Design serial_subtractor, sky130hd; sources not shown.
Sequential cells grouped by signal name:
Bar = 10 um. Other sequential cells in the stronger grey, the rest of the logic in the fainter grey.
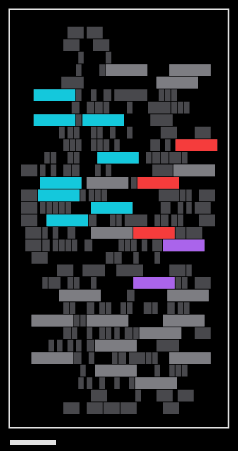
- cyan: `b_sr` (sequential cells 8; where left middle)
- purple: `state` (sequential cells 2)
- red: `count` (sequential cells 3)
- not coloured: 17
sequential power: 0.640 mW
register area: 751 sq um

Clock network drawn from the DEF:
Bar = 10 um.
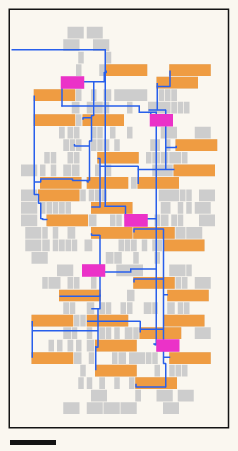
- orange: flip-flops (count 30)
- blue: clock wires (length 452 um)
- magenta: clock-net drivers (count 5)
- routed clock nets: 6
- flops lie: widely spread
Worst-Skew Late Latency: 0.29 ns
clock power share: 0.187

A small window of the routed layout:
Window x 17 to 47, y 8 to 38 um. Cells in grey, sequential cells in the stronger grey; small squares are vias.
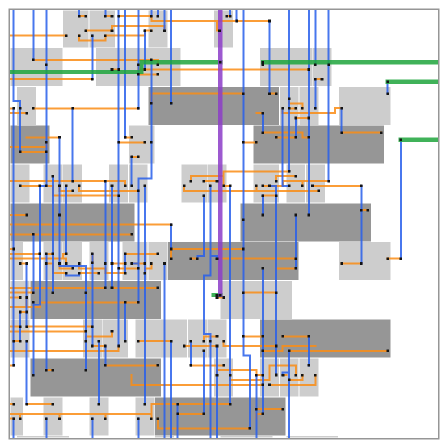
- green: M3
- orange: M1
- blue: M2
- purple: M4
- cells with their middle in the window: 55
- most frequent: nand2_1 (28), dfrtp_1 (9), nand3_1 (6)
- sequential cells in the window: 9

Clock routing:
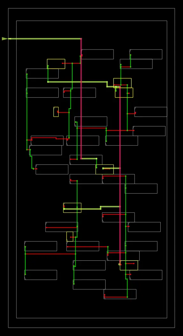
final-layout clock buffer total: 7
registers: 30
CTS sink count: 30

==> impl_metrics.env <==
# yosys + openroad results
export IMPL_diodes=0
export IMPL_run_status="finished, final reports clean"
export IMPL_met2_usage=0.271
export IMPL_switchingPower_mw=0.639
export IMPL_warnings=26
export IMPL_path_clk_slew_ns=0.06
export IMPL_numCtsBuffers=5
export IMPL_yosys_area_sq_um=1420
export IMPL_synth_area_mux_share=0
export IMPL_layout_nets=236
export IMPL_fmax_mhz=410
export IMPL_die_h_um=90.6
export IMPL_rsz0062_at_grt="no"
export IMPL_top_cell="nand2_1"
export IMPL_yosysTopAreaCellShare=0.527
export IMPL_ant_nets=0
export IMPL_cts_tree="built"
export IMPL_fillCellCount=360
export IMPL_gp_congestion=0.750
export IMPL_first_global_vias=1266
export IMPL_slew_violations=0
export IMPL_power_frac_comb=0.412
export IMPL_cts_max_path_buffers=2
export IMPL_netlist_top_cells_count="nand2_1 (102), dfrtp_1 (30), nand3_1 (19), inv_1 (8), buf_2 (5)"
export IMPL_ys_top_logic_family="simple AND/OR/NAND/NOR gates"
export IMPL_h_tree_depth=2
export IMPL_hold_buffers=0
export IMPL_via_count=1220
export IMPL_wire_per_inst_um=11.7
export IMPL_crit_required_ns=2.79
export IMPL_period_minus_slack_ns=2.44
export IMPL_cp_max_fo=22
export IMPL_netlist_instances=182
export IMPL_holdPathStages=2
export IMPL_crit_path_start_kind="flop"
export IMPL_end_kind="output port"
export IMPL_core_sq_um=3610
==> final cells by class <==
class / count / share of cell area
well taps: 49 / 0.0332
multi-input cells: 136 / 0.325
repair buffers: 31 / 0.167
inverters: 9 / 0.0183
clock buffers: 7 / 0.0468
flip-flops and latches: 30 / 0.407
clock inverters: 1 / 0.00271
==> power by group through the flow <==
stage	logic (mW)	registers, mW	clock network (mW)
2_1_floorplan	0.477	0.616	0
3_3_place_gp	0.655	0.645	0
3_5_place_dp	0.668	0.644	0
4_1_cts	0.669	0.641	0.306
5_1_grt	0.764	0.662	0.325
6_report	0.656	0.640	0.298
==> worst max-delay path, cell delays in order (launching register included) <==
cell and delay, ns:
dfrtp_1 0.67, nor3_1 0.30, clkdlybuf4s50_1 0.57
==> cells by family (layout without fill, tap and decap cells) <==
family / count (synthesis) / in the layout
AND/OR/NAND/NOR: 128 / 128
flip-flops: 30 / 30
buffers and inverters: 16 / 48
AND-OR/OR-AND: 5 / 5
adder cells (fa/ha/maj): 3 / 3
==> routing by layer <==
metal  up-vias  share of wire
li1        625              -
met1       557           0.41
met2        30           0.51
met3         8          0.045
met4         0          0.032
met5         -              0
==> metrics by stage <==
stage | cells | hold WS, ns | setup slack (ns) | total power, mW | cell area, sq um
final | 263 | 0.382 | 0.963 | 1.59 | 1840
after global routing | 263 | 0.398 | 0.850 | 1.75 | 1840
after floorplan | 182 | 0.343 | 1.73 | 1.09 | 1420
after detailed placement | 255 | 0.363 | 1.14 | 1.31 | 1750
after CTS | 263 | 0.384 | 0.942 | 1.62 | 1840
after global placement | 255 | 0.364 | 1.13 | 1.30 | 1750
No activity file was given, so power comes from the tool's default toggle rates.
